`src/rtl/bcd_count_ctrl_if.sv`:
```
// Command/status bundle between a BCD counter controller and its client.
// Latency: none, wires only.
// Backpressure: none; commands are levels sampled every clock.
// LAP_CAPTURE_EN adds the lap strobe and captured lap value.
interface bcd_count_ctrl_if #(
    parameter int DIGITS = 4
);
    logic                start;
    logic                stop;
    logic                clear;
    logic                load;
    logic [4*DIGITS-1:0] load_val;
    logic                up_dn;
    logic [4*DIGITS-1:0] count;
    logic                tick;
    logic                wrap;
    logic                running;
    logic [1:0]          state;
`ifdef LAP_CAPTURE_EN
    logic                lap;
    logic [4*DIGITS-1:0] lap_count;

    modport master (
        output start, stop, clear, load, load_val, up_dn, lap,
        input  count, tick, wrap, running, state, lap_count
    );
    modport slave (
        input  start, stop, clear, load, load_val, up_dn, lap,
        output count, tick, wrap, running, state, lap_count
    );
`else
    modport master (
        output start, stop, clear, load, load_val, up_dn,
        input  count, tick, wrap, running, state
    );
    modport slave (
        input  start, stop, clear, load, load_val, up_dn,
        output count, tick, wrap, running, state
    );
`endif
endinterface

```
`src/rtl/bcd_count_ctrl.sv`:
```
// Prescaled start/stop/clear/load sequencer for a cascade of BCD digit counters.
// Latency: commands act on the next edge; a step is visible one cycle after the prescaler terminal edge.
// Backpressure: none; level commands, priority clear > load > stop > start. Optional: LAP_CAPTURE_EN.
module bcd_count_ctrl #(
    parameter int DIGITS   = 4,
    parameter int PRESCALE = 10
) (
    input  logic            clk,
    input  logic            Reset,
    bcd_count_ctrl_if.slave bus
);
    localparam int W  = 4 * DIGITS;
    localparam int PW = (PRESCALE > 1) ? $clog2(PRESCALE) : 1;
    localparam logic [PW-1:0] PTOP = PW'(PRESCALE - 1);

    typedef enum logic [1:0] {
        IDLE  = 2'b00,
        RUN   = 2'b01,
        PAUSE = 2'b10
    } state_t;

    state_t        state_q, state_d;
    logic [W-1:0]  count_q, count_d;
    logic [PW-1:0] presc_q, presc_d;
    logic          tick_q, tick_d;
    logic          wrap_q, wrap_d;
    logic          running_q;

    logic [W-1:0]  step_val;
    logic          step_carry;
    logic [W-1:0]  load_clean;

    // Next count for one step in the requested direction; carry out of the top digit means full-range wrap.
    always_comb begin
        step_val   = count_q;
        step_carry = 1'b1;
        for (int i = 0; i < DIGITS; i++) begin
            if (step_carry) begin
                if (bus.up_dn) begin
                    if (count_q[4*i +: 4] >= 4'd9) begin
                        step_val[4*i +: 4] = 4'd0;
                    end else begin
                        step_val[4*i +: 4] = count_q[4*i +: 4] + 4'd1;
                        step_carry         = 1'b0;
                    end
                end else begin
                    if (count_q[4*i +: 4] == 4'd0) begin
                        step_val[4*i +: 4] = 4'd9;
                    end else begin
                        step_val[4*i +: 4] = count_q[4*i +: 4] - 4'd1;
                        step_carry         = 1'b0;
                    end
                end
            end
        end
    end

    // Non-decimal preset digits load as zero so the count can never leave BCD range.
    always_comb begin
        load_clean = '0;
        for (int i = 0; i < DIGITS; i++) begin
            if (bus.load_val[4*i +: 4] <= 4'd9) begin
                load_clean[4*i +: 4] = bus.load_val[4*i +: 4];
            end
        end
    end

    // Command decode, prescaler advance and counting step.
    always_comb begin
        state_d = state_q;
        count_d = count_q;
        presc_d = presc_q;
        tick_d  = 1'b0;
        wrap_d  = 1'b0;
        if (bus.clear) begin
            state_d = IDLE;
            count_d = '0;
            presc_d = '0;
        end else if (bus.load && (state_q != RUN)) begin
            count_d = load_clean;
            presc_d = '0;
        end else begin
            case (state_q)
                IDLE: begin
                    if (bus.start && !bus.stop) begin
                        state_d = RUN;
                        presc_d = '0;
                    end
                end
                PAUSE: begin
                    // Resume keeps the partially elapsed prescale interval.
                    if (bus.start && !bus.stop) begin
                        state_d = RUN;
                    end
                end
                RUN: begin
                    if (bus.stop) begin
                        state_d = PAUSE;
                    end else if (presc_q == PTOP) begin
                        presc_d = '0;
                        count_d = step_val;
                        tick_d  = 1'b1;
                        wrap_d  = step_carry;
                    end else begin
                        presc_d = presc_q + PW'(1);
                    end
                end
                default: begin
                    state_d = IDLE;
                end
            endcase
        end
    end

    // State register; running is registered from the next state so it always matches state.
    always_ff @(posedge clk or negedge Reset) begin
        if (!Reset) begin
            state_q   <= IDLE;
            count_q   <= '0;
            presc_q   <= '0;
            tick_q    <= 1'b0;
            wrap_q    <= 1'b0;
            running_q <= 1'b0;
        end else begin
            state_q   <= state_d;
            count_q   <= count_d;
            presc_q   <= presc_d;
            tick_q    <= tick_d;
            wrap_q    <= wrap_d;
            running_q <= (state_d == RUN);
        end
    end

    assign bus.count   = count_q;
    assign bus.tick    = tick_q;
    assign bus.wrap    = wrap_q;
    assign bus.running = running_q;
    assign bus.state   = state_q;

`ifdef LAP_CAPTURE_EN
    logic [W-1:0] lap_q;

    // Lap snapshot of the value visible this cycle, taken only while running.
    always_ff @(posedge clk or negedge Reset) begin
        if (!Reset) begin
            lap_q <= '0;
        end else if (bus.clear) begin
            lap_q <= '0;
        end else if (bus.lap && (state_q == RUN)) begin
            lap_q <= count_q;
        end
    end

    assign bus.lap_count = lap_q;
`endif
endmodule

```
`src/flat_wrapper.sv`:
```
// flat-port wrapper written by rule: the top's interface ports become plain ports
module bcd_count_ctrl_flat 
#(
    parameter int DIGITS   = 4,
    parameter int PRESCALE = 10
)
  (clk, Reset, bus_start, bus_stop, bus_clear, bus_load, bus_load_val, bus_up_dn, bus_count, bus_tick, bus_wrap, bus_running, bus_state);
  bcd_count_ctrl_if #(.DIGITS(DIGITS)) bus_i ();
  input  logic clk;
  input  logic Reset;
  input wire logic [$bits(bus_i.start)-1:0] bus_start;
  input wire logic [$bits(bus_i.stop)-1:0] bus_stop;
  input wire logic [$bits(bus_i.clear)-1:0] bus_clear;
  input wire logic [$bits(bus_i.load)-1:0] bus_load;
  input wire logic [$bits(bus_i.load_val)-1:0] bus_load_val;
  input wire logic [$bits(bus_i.up_dn)-1:0] bus_up_dn;
  output wire logic [$bits(bus_i.count)-1:0] bus_count;
  output wire logic [$bits(bus_i.tick)-1:0] bus_tick;
  output wire logic [$bits(bus_i.wrap)-1:0] bus_wrap;
  output wire logic [$bits(bus_i.running)-1:0] bus_running;
  output wire logic [$bits(bus_i.state)-1:0] bus_state;
  assign bus_i.start = bus_start;
  assign bus_i.stop = bus_stop;
  assign bus_i.clear = bus_clear;
  assign bus_i.load = bus_load;
  assign bus_i.load_val = bus_load_val;
  assign bus_i.up_dn = bus_up_dn;
  assign bus_count = bus_i.count;
  assign bus_tick = bus_i.tick;
  assign bus_wrap = bus_i.wrap;
  assign bus_running = bus_i.running;
  assign bus_state = bus_i.state;
  bcd_count_ctrl #(.DIGITS(DIGITS), .PRESCALE(PRESCALE)) u_core (.clk(clk), .Reset(Reset), .bus(bus_i));
endmodule
```
`config.mk`:
```
export PLATFORM = sky130hd
export DESIGN_NAME = bcd_count_ctrl_flat
export DESIGN_NICKNAME = d
export VERILOG_FILES = /design/src/rtl/bcd_count_ctrl_if.sv /design/src/rtl/bcd_count_ctrl.sv /design/src/flat_wrapper.sv
export SDC_FILE = /design/constraint.sdc
export NUM_CORES = 1
export LEC_CHECK = 0
export CAP_MARGIN = 15
export CORE_UTILIZATION = 44
export CTS_CLUSTER_DIAMETER = 40
export DETAILED_ROUTE_END_ITERATION = 6
export PLACE_DENSITY_LB_ADDON = 0.3
export REMOVE_ABC_BUFFERS = 1
export SLEW_MARGIN = 25
export SYNTH_ARGS = -nofsm -noshare
export SYNTH_HDL_FRONTEND = slang
export SYNTH_SLANG_ARGS = --single-unit
```
`constraint.sdc`:
```
create_clock -name clk -period 3.5 [get_ports clk]
set_clock_uncertainty 0.2 [all_clocks]
set_input_delay 0.875 -clock clk [delete_from_list [all_inputs] [get_ports clk]]
set_output_delay 0.875 -clock clk [all_outputs]
set_load 0.02 [all_outputs]
```
Run 1, wires at chosen ports, followed through buffers:
Drawn at 6 px/um.
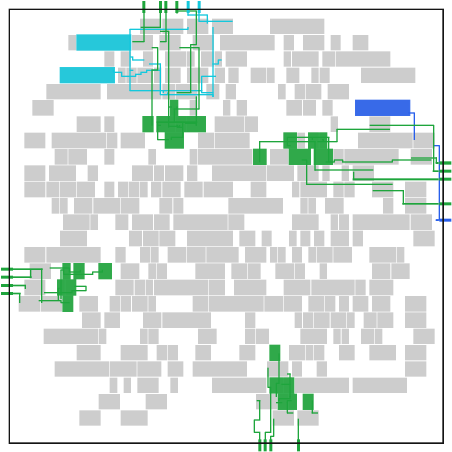
Green is `bus_load_val`, bits 16, direction input, end cells 24, buffers 16, wire 374 um. Cyan is `bus_state`, bits 2, direction output, end cells 2, buffers 2, wire 94.6 um. Blue is `bus_tick`, bits 1, direction output, end cells 1, buffers 1, wire 19.4 um.

Run 1, placement by cell class:
Drawn at 4 px/um.
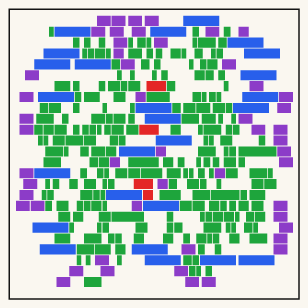
Blue is flops, cells 25. Red is clock drivers and dummy loads, cells 4. Purple is other buffers and delay cells, cells 51. Green is combinational and other logic, cells 217.

Run 1, clock wires, drivers and flops:
Drawn at 6 px/um.
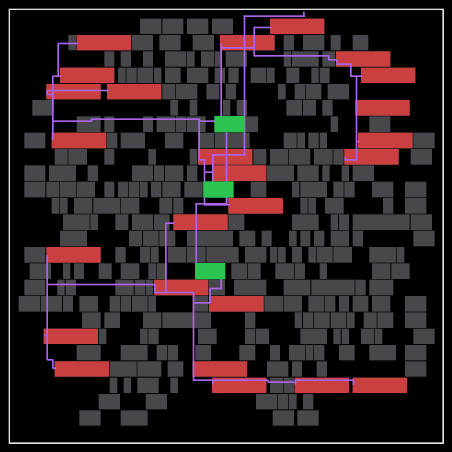
Green is clock drivers, count 3. Red is flip-flops, count 25. Purple is clock wires, length 338 um.
Position of the flops: all over the die. There are 4 routed clock nets.

==> flow_summary.rst, run 1 <==
Implementation results
======================

.. list-table::
   :header-rows: 1

   * - Metric
     - Value
   * - Final-stage net count
     - 336
   * - Global routing usage summed across all routing layers
     - a little over a fifth
   * - Hold_buf cts
     - 0
   * - Routing usage on met1
     - 31.8%
   * - MaxCap Viol Count
     - 0
   * - Global-route wire length before repair
     - approximately 9 mm
   * - Hold Slack
     - approximately 320 ps
   * - Detailed route wirelength on metal3
     - 226 um
   * - Top cells by instance count after synthesis
     - 25 x sky130_fd_sc_hd__a21oi_1, 25 x sky130_fd_sc_hd__dfrtp_1, 21 x sky130_fd_sc_hd__nor2_1
   * - Total placed instance area
     - between 2000 and 3000 um^2
   * - TritonCTS clock tree
     - built
   * - Most common cell after layout, fill and taps aside
     - sky130_fd_sc_hd__clkdlybuf4s50_1
   * - Number of antenna violations at the first check in global routing
     - 0
   * - GRT overflow
     - 0
   * - Relative slew slack
     - between 50% and 60%
   * - Non-filler instance count after layout
     - 364
   * - Uppermost routed layer
     - met4
   * - Die X
     - a little over 70 um
   * - Result of the run
     - complete, no violations
   * - Max rail drop VDD
     - between 0.1 and 0.15 mV
   * - Total setup violations reported at the end of the flow
     - 0
   * - FF+latch area
     - about 630 um^2
   * - Path type of the worst min-delay path
     - reg -> reg
   * - Core area
     - approximately 4700 um^2
   * - Number of warnings the tools reported
     - 35
   * - Clock network contribution to total cell area
     - between 1.5 and 2%
   * - Number of signal-net inverters in the final layout
     - 18
   * - Setup slack after layout
     - ~580 ps
   * - Setup TNS
     - 0 ps
   * - Clock tree root driver cell
     - sky130_fd_sc_hd__clkbuf_8
   * - Worst Path Arrival
     - roughly 2900 ps
   * - Cell total in the yosys stat output
     - 253
   * - Endpoint type of the worst setup path
     - flop
   * - Pre-CTS worst setup slack
     - 326 ps
   * - Post-synthesis chip area from yosys
     - approximately 2200 um^2
   * - DR WL/cell
     - ~14 um
   * - Worst setup path category
     - in -> reg
   * - Clock latency at the later pin of the worst-skew pair
     - 270 ps
   * - Pin slew with the least headroom to its limit
     - slightly above 600 ps
   * - Proportion of cell area occupied by multi-input gates
     - 51.8%
   * - Antenna Violating Nets Remaining
     - 0
   * - Highest achievable clock rate
     - 343 MHz
   * - Vertical die size
     - about 72 um
   * - Count of boundary I/O pins
     - around 44
   * - Count of clock-net buffers in the final layout
     - 3
   * - Util after Layout
     - slightly below 60%
   * - 1st-iter DRT viols
     - 173
   * - Number of cells after detailed placement
     - approximately 360
   * - Async S/R FF share, synth
     - 100%
   * - Clock transition time at the flip-flop clock pins of the worst setup and hold paths
     - around 100 ps
   * - Number of inserted diodes
     - 0
   * - Buffers on Ports
     - 43
   * - Portion of the post-synthesis area used by sequential elements
     - between 20% and 30%
   * - Peak-usage layer in the global routing report
     - met2
   * - Max-slew violations
     - 0
   * - Power Density
     - 292 nW/um^2
   * - Resized cells post-CTS
     - 0
   * - Yosys top cell by area
     - sky130_fd_sc_hd__dfrtp_1
   * - Routed length on met1
     - between 2 and 3 mm
   * - Avg Inst Size Synth
     - roughly 8.5 um^2
   * - Flops after synth
     - 25
   * - Final Hold Violation Tally
     - 0
   * - Clock period minus worst slack
     - just under 3000 ps
   * - Post-detail-place hpwl
     - 3.92 mm
   * - Residual DRC
     - 0
   * - Setup repair after global routing missed its margin
     - false
   * - Critical path launch point type
     - input port
   * - Largest buffer count on any clock path
     - 2
   * - CTS Buf Count
     - 3
   * - Most used DFF post-synth
     - sky130_fd_sc_hd__dfrtp_1
   * - Routed via count
     - approximately 2100
   * - Fraction of final layout cells with drive strength greater than 1
     - a little under a tenth
   * - Most frequent cells in the layout
     - 43 x sky130_fd_sc_hd__clkdlybuf4s50_1, 25 x sky130_fd_sc_hd__a21oi_1, 25 x sky130_fd_sc_hd__dfrtp_1
   * - Vias in the first global route
     - between 1500 and 2000
   * - Proportion of final cell area spent on non-clock buffers
     - around 18%
   * - Fill cell total of the finished layout
     - approximately 430
   * - Maximum fanout count along the critical path
     - 11
   * - Non-clock buffer instance count of the final layout
     - between 50 and 60
   * - Flip-flop and latch share of the layout cell area
     - 22.9%
   * - Die Footprint
     - 5200 um^2
   * - Biggest area cells
     - sky130_fd_sc_hd__dfrtp_1 29%, sky130_fd_sc_hd__ha_1 8.7%, sky130_fd_sc_hd__a21oi_1 5.8%
   * - Post-synth EDFFs
     - 0
   * - Vias per inst
     - ~5.8
   * - Clk sink count
     - 25
   * - Layout Area Growth over Synthesis
     - 26.5%
   * - Power after layout
     - 798 uW
   * - Cell row count
     - 25
   * - Global routing met3 resource utilization
     - 1.94%
   * - Met2 Use GR
     - about 34%
   * - Finished Cell Area
     - ~2700 um^2
   * - P_leak
     - 1.10 nW
   * - Leading cell category by total area
     - combinational gates
   * - Placer's final routability congestion estimate
     - approximately 0.8
   * - Final WL
     - about 5.3 mm
   * - Top cell area share
     - approximately 29%
   * - Routed length on met2
     - approximately 2.4 mm
   * - Cell Type Count
     - about 63
   * - CP Data Required Time
     - 3460 ps
   * - Num sequential
     - 25
   * - Number of detailed-route iterations in the first pass
     - 4
   * - Number of H-tree branching levels
     - 1
   * - Instance count of the mapped netlist
     - ~250
   * - Number of tap cells inserted
     - approximately 67
   * - Init Core Util
     - between 40% and 50%
   * - Comb gates
     - approximately 200
   * - Comb. cell area
     - about 1400 um^2
   * - Post-CTS repair timing setup buffer count
     - 0
   * - Pin count of the biggest net entering global routing
     - 26
   * - Crit share post-route
     - 83.3%
   * - Total of warnings raised by yosys
     - 0
   * - Netlist Area Pre-Place
     - 2160 um^2
[run 1: power by group]
group / total (mW) / switching, mW / internal, mW
logic: 0.280 / 0.144 / 0.137
registers: 0.337 / 0.0332 / 0.304
clock network: 0.181 / 0.0998 / 0.0808
total: 0.798 / 0.277 / 0.521
[run 1: final timing paths]
kind | slack [ps] | cells past startpoint | start | end
max | 580 | 5 | bus_up_dn | u_core.bus.count[8]$_DFFE_PN0P_
min in group asynchronous | 770 | 2 | Reset | u_core.presc_q[2]$_DFFE_PN0P_
min | 320 | 1 | u_core.presc_q[3]$_DFFE_PN0P_ | u_core.presc_q[3]$_DFFE_PN0P_
max in group asynchronous | 2080 | 2 | Reset | u_core.bus.count[2]$_DFFE_PN0P_
min reg2reg | 320 | 1 | u_core.presc_q[3]$_DFFE_PN0P_ | u_core.presc_q[3]$_DFFE_PN0P_
max reg2reg | 760 | 6 | u_core.bus.count[4]$_DFFE_PN0P_ | u_core.bus.count[8]$_DFFE_PN0P_
[run 1: critical path, cell delays in order]
cell and delay (ps):
sky130_fd_sc_hd__clkdlybuf4s50_1 730, sky130_fd_sc_hd__buf_4 250, sky130_fd_sc_hd__o22ai_4 110, sky130_fd_sc_hd__a311oi_2 520, sky130_fd_sc_hd__mux2_2 390
[run 1: cells by family (layout without fill, tap and decap cells)]
logic type                 after synthesis  after routing  share of synthesized area [%]
AOI/OAI and AO/OA                       86             86                           27.4
xor gates and xnor gates                 2              2                          0.811
adders and majority gates               15             15                           8.69
buffers and inverters                   29             73                           5.50
DFF                                     25             25                           29.0
muxes                                    8              8                           5.21
and+or+nand+nor                         88             88                           23.5
[run 1: state kept, by name, summed over array words and instances, names as in the netlist]
name / count
u_core.presc_q: 4
u_core.bus.running: 1
u_core.bus.wrap: 1
u_core.bus.state: 2
u_core.bus.count: 16
u_core.bus.tick: 1
## Run 2: what changed since run 1
- clock period: 3.5 -> 2.9 ns (I/O delays scaled with it)
Run 2, clock wires, drivers and flops:
Drawn at 6 px/um.
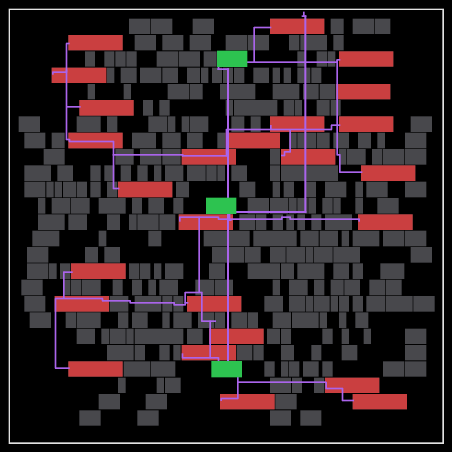
Purple is clock wires, length 392 um. Red is flip-flops, count 25. Green is clock drivers, count 3.
Position of the flops: all over the die.
Clock Power Share: 22.7%
clock latency at the later pin of the worst-skew pair: 280 ps
power attributed to the clock group: 222 uW

Run 2, clock wiring as the flow saved it:
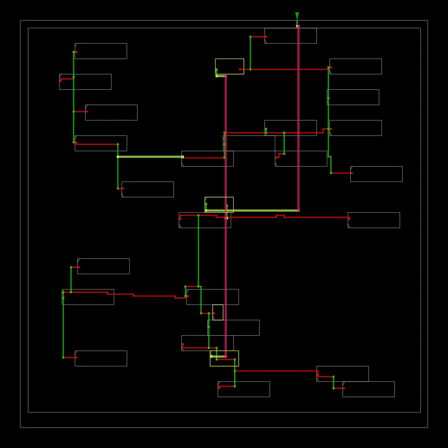
clk sink count: 25
CTS Buf Count: 3

==> run 2 against run 1 <==
Die size is the same; sequential power rose by 21%; global-route usage up 0.90 points; first-iteration DRC count shrank 16%; via count is 2.0% higher; highest routed layer unchanged.
==> flow_summary.rst, run 2 <==
Implementation results
======================

.. list-table::
   :header-rows: 1

   * - Metric
     - Value
   * - Setup TNS
     - 0 ps (unchanged)
   * - Vias in the first global route
     - 2025 (was 1932)
   * - Number of H-tree branching levels
     - 1 (unchanged)
   * - Resized cells post-CTS
     - 0 (unchanged)
   * - Most used DFF post-synth
     - sky130_fd_sc_hd__dfrtp_1 (unchanged)
   * - Final Hold Violation Tally
     - 0 (unchanged)
   * - Antenna Violating Nets Remaining
     - 0 (unchanged)
   * - Synth mux share
     - 5.21% (unchanged)
   * - Relative slew slack
     - 65.1% (was 59.5%)
   * - Area fraction in xor and xnor cells
     - 0.811% (unchanged)
   * - Cell row count
     - 25 (unchanged)
   * - Post-synth EDFFs
     - 0 (unchanged)
   * - Top cell area share
     - 29.0% (unchanged)
   * - Number of flip-flops in the largest register
     - 16 (unchanged)
   * - Avg Inst Size Synth
     - 8.54 um^2 (unchanged)
   * - Max rail drop VDD
     - 0.188 mV (was 0.142 mV)
   * - Hold Slack
     - 287 ps (was 319 ps)
   * - Post-detail-place hpwl
     - 4.09 mm (was 3.92 mm)
   * - Flops after synth
     - 25 (unchanged)
   * - Most frequent cells in the layout
     - 43 x sky130_fd_sc_hd__clkdlybuf4s50_1, 25 x sky130_fd_sc_hd__a21oi_1, 25 x sky130_fd_sc_hd__dfrtp_1 (unchanged)
   * - Path type of the worst min-delay path
     - reg -> reg (unchanged)
   * - Adder share
     - 8.69% (unchanged)
   * - Fraction of final layout cells with drive strength greater than 1
     - 10.6% (was 9.09%)
   * - Worst setup path endpoint
     - u_core.bus.count[8]$_DFFE_PN0P_ (unchanged)
   * - Yosys simple share
     - 23.5% (unchanged)
   * - Worst setup path category
     - reg -> reg (was in -> reg)
   * - Max-slew violations
     - 0 (unchanged)
   * - Layout Area Growth over Synthesis
     - 28.7% (was 26.5%)
   * - Final WL
     - 5.47 mm (was 5.27 mm)
   * - Critical path launch point type
     - flop (was input port)
   * - Setup repair after global routing missed its margin
     - false (unchanged)
   * - Power Density
     - 352 nW/um^2 (was 292 nW/um^2)
   * - Worst Reg2Reg Path Length in Cells
     - 6 (unchanged)
   * - Count of boundary I/O pins
     - 44 (unchanged)
   * - Critical path startpoint
     - u_core.bus.count[4]$_DFFE_PN0P_ (was bus_up_dn)
   * - TritonCTS clock tree
     - built (unchanged)
   * - Clock tree root driver cell
     - sky130_fd_sc_hd__clkbuf_8 (unchanged)
   * - Post-synthesis share of cell area spent on and-or and or-and gates
     - 27.4% (unchanged)
   * - Crit share post-route
     - between 90% and 100%
   * - Cell Type Count
     - 63 (unchanged)
   * - Worst Hold Path EP
     - u_core.presc_q[3]$_DFFE_PN0P_ (unchanged)
   * - Residual DRC
     - 0 (unchanged)
   * - Number of detailed-route iterations in the first pass
     - 4 (unchanged)
   * - Cell total in the yosys stat output
     - 253 (unchanged)
   * - R2R Path End
     - u_core.bus.count[8]$_DFFE_PN0P_ (unchanged)
   * - Number of inserted diodes
     - 0 (unchanged)
   * - Buffers on Ports
     - 43 (unchanged)
   * - Worst Path Arrival
     - 2650 ps (was 2880 ps)
   * - CP Data Required Time
     - 2880 ps (was 3460 ps)
   * - Hold_buf cts
     - 0 (unchanged)
   * - Vias per inst
     - 5.81 (was 5.77)
   * - GRT overflow
     - 0 (unchanged)
   * - Pin count of the biggest net entering global routing
     - 26 (unchanged)
   * - Die Footprint
     - 5200 um^2 (unchanged)
   * - Top cells by instance count after synthesis
     - 25 x sky130_fd_sc_hd__a21oi_1, 25 x sky130_fd_sc_hd__dfrtp_1, 21 x sky130_fd_sc_hd__nor2_1 (unchanged)
   * - Worst hold start
     - u_core.presc_q[3]$_DFFE_PN0P_ (unchanged)
   * - Result of the run
     - complete, no violations (unchanged)
   * - Fill cell total of the finished layout
     - 458 (was 434)
   * - Placer's final routability congestion estimate
     - 0.845 (was 0.809)
   * - Clock transition time at the flip-flop clock pins of the worst setup and hold paths
     - 100 ps (about the same)
   * - Finished Cell Area
     - 2780 um^2 (was 2730 um^2)
   * - Instance count of the mapped netlist
     - 253 (unchanged)
   * - Core area
     - 4720 um^2 (unchanged)
   * - Post-synthesis chip area from yosys
     - 2160 um^2 (unchanged)
   * - Pin slew with the least headroom to its limit
     - 522 ps (was 605 ps)
   * - Total of warnings raised by yosys
     - 0 (unchanged)
   * - Async S/R FF share, synth
     - 100% (unchanged)
   * - Total placed instance area
     - 2730 um^2 (was 2680 um^2)
   * - Comb. cell area
     - 1420 um^2 (unchanged)
   * - Netlist Area Pre-Place
     - 2160 um^2 (unchanged)
   * - Reg-to-reg startpoint
     - u_core.bus.count[4]$_DFFE_PN0P_ (unchanged)
   * - Portion of the post-synthesis area used by sequential elements
     - 29.0% (unchanged)
   * - 1st-iter DRT viols
     - 146 (was 173)
   * - Clock period minus worst slack
     - between 2000 and 3000 ps
   * - Largest buffer count on any clock path
     - 2 (unchanged)
   * - P_leak
     - 1.13 nW (was 1.10 nW)
   * - Die X
     - 72.1 um (unchanged)
   * - Global routing usage summed across all routing layers
     - 22.3% (was 21.4%)
Run 2, placement by cell class:
Drawn at 4 px/um.
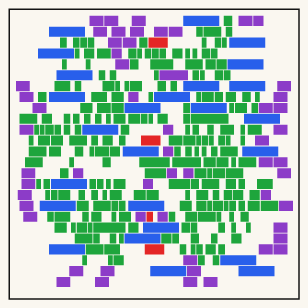
Red is clock drivers and dummy loads, cells 4. Blue is flops, cells 25. Green is combinational and other logic, cells 217. Purple is other buffers and delay cells, cells 56.

## run 2: cell counts after synthesis
Identical to the previous run, type by type.
## run 2: worst max-delay path, cell delays in order (launching register included)
cell                        delay [ps]
sky130_fd_sc_hd__dfrtp_1           480
sky130_fd_sc_hd__inv_1             130
sky130_fd_sc_hd__ha_1              240
sky130_fd_sc_hd__or3b_1            450
sky130_fd_sc_hd__o2bb2ai_2         180
sky130_fd_sc_hd__a311oi_2          490
sky130_fd_sc_hd__mux2_2            390
## run 2: logic make-up (layout without fill, tap and decap cells)
logic type / count (synthesis) / after routing
buf+inv: 29 / 78
flops: 25 / 25
fa+ha+maj: 15 / 15
mux: 8 / 8
compound gates: 86 / 86
simple gates: 88 / 88
xor+xnor: 2 / 2
## run 2: metrics by stage
| stage | power [mW] | setup WS, ps | cells |
|---|---|---|---|
| 3_3_place_gp | 0.754 | 46.4 | 365 |
| 2_1_floorplan | 0.606 | 387 | 242 |
| 3_5_place_dp | 0.759 | 35.9 | 365 |
| 6_report | 0.978 | 233 | 369 |
| 4_1_cts | 0.989 | 220 | 369 |
| 5_1_grt | 1.04 | 55.7 | 369 |
## run 2: per-layer routing
layer  global-route usage (%)  vias up  routed length, um
met4                     9.59        0                 99
met1                     30.3     1018               2610
met5                        0        -                  0
met2                     36.2       63               2480
li1                         -     1057                  -
met3                     2.36        7                272
## run 2: area by class of cell
type	count	share of cell area, %
clock buffer	3	1.49
clock inverter	1	0.180
multi-input combinational	199	50.9
sequential	25	22.5
inverter	18	2.43
timing repair buffer	56	19.4
tap	67	3.02
## run 2: report_power, final
group	leakage [nW]	total, mW	switching, mW	internal [mW]
sequential	0.339	0.408	0.0414	0.367
clock	0.0255	0.222	0.125	0.0968
combinational	0.766	0.348	0.176	0.172
total	1.13	0.978	0.343	0.635
## Run 3: what changed since run 2
- CAP_MARGIN: 15 -> not set
- CORE_ASPECT_RATIO: not set -> 1.1
Run 3, clock wiring as the flow saved it:
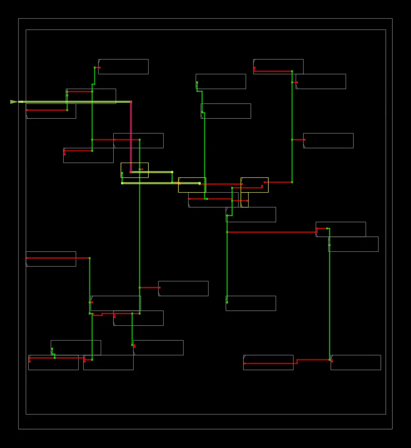
num sequential: 25
clock latency at the later pin of the worst-skew pair: 270 ps
power attributed to the clock group: 216 uW
count of clock-net buffers in the final layout: 4

Run 3, placement by cell class:
Drawn at 4 px/um.
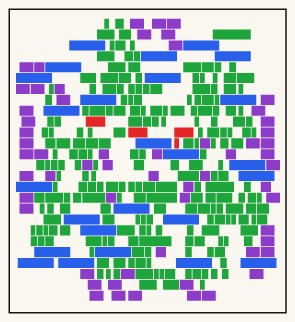
Blue is flops, cells 25. Purple is other buffers and delay cells, cells 59. Green is combinational and other logic, cells 217. Red is clock drivers and dummy loads, cells 4.

==> run 3 against run 2 <==
Highest routed layer unchanged; sequential share of layout area is essentially flat; routed wire length shrank 2.5%; critical path depth is the same; via count grew 0.37%; maximum frequency shrank 0.39%; worst setup slack lost 10 ps; largest cell class unchanged.
==> flow_summary.rst, run 3 <==
Implementation results
======================

.. list-table::
   :header-rows: 1

   * - Metric
     - Value
   * - Global routing usage summed across all routing layers
     - 22.6% (was 22.3%)
   * - Die Footprint
     - 5200 um^2 (unchanged)
   * - R2R Path End
     - u_core.bus.count[8]$_DFFE_PN0P_ (unchanged)
   * - Worst R2R Setup Slack
     - 220 ps (was 230 ps)
   * - Non-filler instance count after layout
     - 361 (was 369)
   * - Path type of the worst min-delay path
     - reg -> reg (unchanged)
   * - Total placed instance area
     - 2730 um^2 (about the same)
   * - Clock Power Share
     - 22.3% (was 22.7%)
   * - P_leak
     - 1.14 nW (was 1.13 nW)
   * - Result of the run
     - complete, no violations (unchanged)
   * - Most used DFF post-synth
     - sky130_fd_sc_hd__dfrtp_1 (unchanged)
   * - Final Hold Violation Tally
     - 0 (unchanged)
   * - Gate power share
     - 36.0% (was 35.5%)
   * - Most frequent cells in the layout
     - 43 x sky130_fd_sc_hd__clkdlybuf4s50_1, 25 x sky130_fd_sc_hd__a21oi_1, 25 x sky130_fd_sc_hd__dfrtp_1 (unchanged)
   * - Power after layout
     - 972 uW (was 978 uW)
   * - Final-stage net count
     - 344 (was 341)
   * - Critical path startpoint
     - u_core.bus.count[4]$_DFFE_PN0P_ (unchanged)
   * - Number of inserted diodes
     - 0 (unchanged)
   * - MaxCap Viol Count
     - 0 (unchanged)
   * - Netlist Area Pre-Place
     - 2160 um^2 (unchanged)
   * - Vias in the first global route
     - 2020 (was 2025)
   * - Layout Area Growth over Synthesis
     - 28.4% (was 28.7%)
   * - Avg Inst Size Synth
     - 8.54 um^2 (unchanged)
   * - Number of detailed-route iterations in the first pass
     - 4 (unchanged)
   * - Worst Reg2Reg Path Length in Cells
     - 6 (unchanged)
   * - Clock transition time at the flip-flop clock pins of the worst setup and hold paths
     - 90 ps (was 100 ps)
   * - Fraction of power spent switching nets
     - 34.5% (was 35.1%)
   * - Util after Layout
     - 59.2% (was 58.9%)
   * - Vertical die size
     - 75.5 um (was 72.1 um)
   * - Placer's final routability congestion estimate
     - 0.898 (was 0.845)
   * - Largest buffer count on any clock path
     - 2 (unchanged)
   * - Antenna Violating Nets Remaining
     - 0 (unchanged)
   * - Post-synthesis chip area from yosys
     - 2160 um^2 (unchanged)
   * - Number of flip-flops in the largest register
     - 16 (unchanged)
   * - CP Data Required Time
     - 2860 ps (was 2880 ps)
   * - Internal power
     - 637 uW (was 635 uW)
   * - Worst Hold Path EP
     - u_core.presc_q[3]$_DFFE_PN0P_ (unchanged)
   * - Cell total in the yosys stat output
     - 253 (unchanged)
   * - Post-CTS repair timing setup buffer count
     - 0 (unchanged)
   * - Resized cells post-CTS
     - 0 (unchanged)
   * - Hold Slack
     - 293 ps (was 287 ps)
   * - Critical Path Max Stage Delay
     - 510 ps (was 490 ps)
   * - Max rail drop VDD
     - 0.229 mV (was 0.188 mV)
   * - 1st-iter DRT viols
     - 156 (was 146)
   * - Clock tree root driver cell
     - sky130_fd_sc_hd__clkbuf_8 (unchanged)
   * - Flops after synth
     - 25 (unchanged)
   * - Die X
     - 68.8 um (was 72.1 um)
   * - Setup slack after layout
     - 222 ps (was 233 ps)
   * - Instance count of the mapped netlist
     - 253 (unchanged)
   * - GRT overflow
     - 0 (unchanged)
   * - Hold_buf cts
     - 0 (unchanged)
   * - Highest achievable clock rate
     - 373 MHz (was 375 MHz)
   * - Fill cell total of the finished layout
     - 431 (was 458)
   * - Pre-CTS worst setup slack
     - -30.5 ps (was 35.9 ps)
   * - Pin count of the biggest net entering global routing
     - 26 (unchanged)
   * - Cell Type Count
     - 63 (unchanged)
   * - Finished Cell Area
     - 2780 um^2 (about the same)
   * - TritonCTS clock tree
     - built (unchanged)
   * - Vias per inst
     - 5.96 (was 5.81)
   * - Worst Path Arrival
     - 2640 ps (was 2650 ps)
   * - Final WL
     - 5.33 mm (was 5.47 mm)
   * - Net switching component of the power
     - 335 uW (was 343 uW)
   * - Worst setup path endpoint
     - u_core.bus.count[8]$_DFFE_PN0P_ (unchanged)
   * - Total of warnings raised by yosys
     - 0 (unchanged)
   * - Post-synth EDFFs
     - 0 (unchanged)
   * - Part of the power in registers
     - 41.7% (about the same)
   * - Worst hold start
     - u_core.presc_q[3]$_DFFE_PN0P_ (unchanged)
   * - Count of boundary I/O pins
     - 44 (unchanged)
   * - Clock period minus worst slack
     - 2680 ps (was 2670 ps)
   * - Critical path cell sequence
     - inv_1, ha_1, or3b_1, o2bb2ai_2, a311oi_2, mux2_2 (unchanged)
   * - Cell row count
     - 26 (was 25)
   * - Setup repair after global routing missed its margin
     - false (unchanged)
Run 3, M3 wires:
Drawn at 4 px/um. Cells faint in the background.
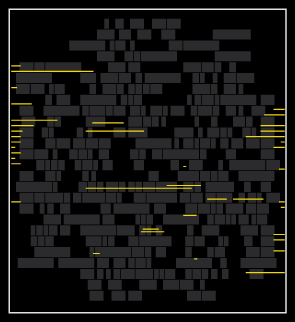
The wires run mostly horizontal. The longest straight run is 26.2 um. The layer holds 3.6% of the routed length. 36 nets have wire on it.
global routing met3 resource utilization: 3.44%
routed via count: 2153

==> run 3: cell count changes in the layout (fill, tap and decap cells not counted) <==
cell / before / now
sky130_fd_sc_hd__buf_12: 1 / 0
sky130_fd_sc_hd__buf_4: 12 / 16
sky130_fd_sc_hd__clkbuf_1: 0 / 1
sky130_fd_sc_hd__clkinv_2: 1 / 0
==> run 3: power by group through the flow <==
stage	Clock, mW	Combinational, mW	Sequential, mW
floorplan	0	0.179	0.427
finish	0.216	0.350	0.405
global route	0.235	0.386	0.411
global placement	0	0.345	0.412
detailed placement	0	0.349	0.412
CTS	0.224	0.351	0.405
==> run 3: layout make-up <==
cell class                      instances  area [um^2]  area share [%]
Inverter                               18         67.6            2.43
Sequential cell                        25          626            22.5
Timing Repair Buffer                   59          551            19.8
Tap cell                               56         70.1            2.52
Multi-Input combinational cell        199         1420            51.0
Clock buffer                            4         45.0            1.62
==> run 3: cells by family after synthesis <==
| logic type | after synthesis | share of synthesized area [%] |
|---|---|---|
| xor+xnor | 2 | 0.811 |
| fa+ha+maj | 15 | 8.69 |
| simple gates | 88 | 23.5 |
| compound gates | 86 | 27.4 |
| buf+inv | 29 | 5.50 |
| flops | 25 | 29.0 |
| mux | 8 | 5.21 |
==> run 3: worst max-delay path: cells and delay by family (launching register included) <==
family          cells  cell delay, ps
fa+ha+maj           1             220
flops               1             470
mux                 1             390
buf+inv             1             130
compound gates      2             700
simple gates        1             460
==> run 3: metal layers <==
metal  part of all wire (%)  GRT usage (%)  vias up  wire [um]
met5                      0              0        -          0
met4                   0.68           2.95        0         36
met3                    3.6           3.44        6        192
met2                     51           41.3       48       2740
met1                     44           28.6     1038       2370
li1                       -              -     1061          -
Power figures rest on the tool's default switching activity, not on a simulated workload.
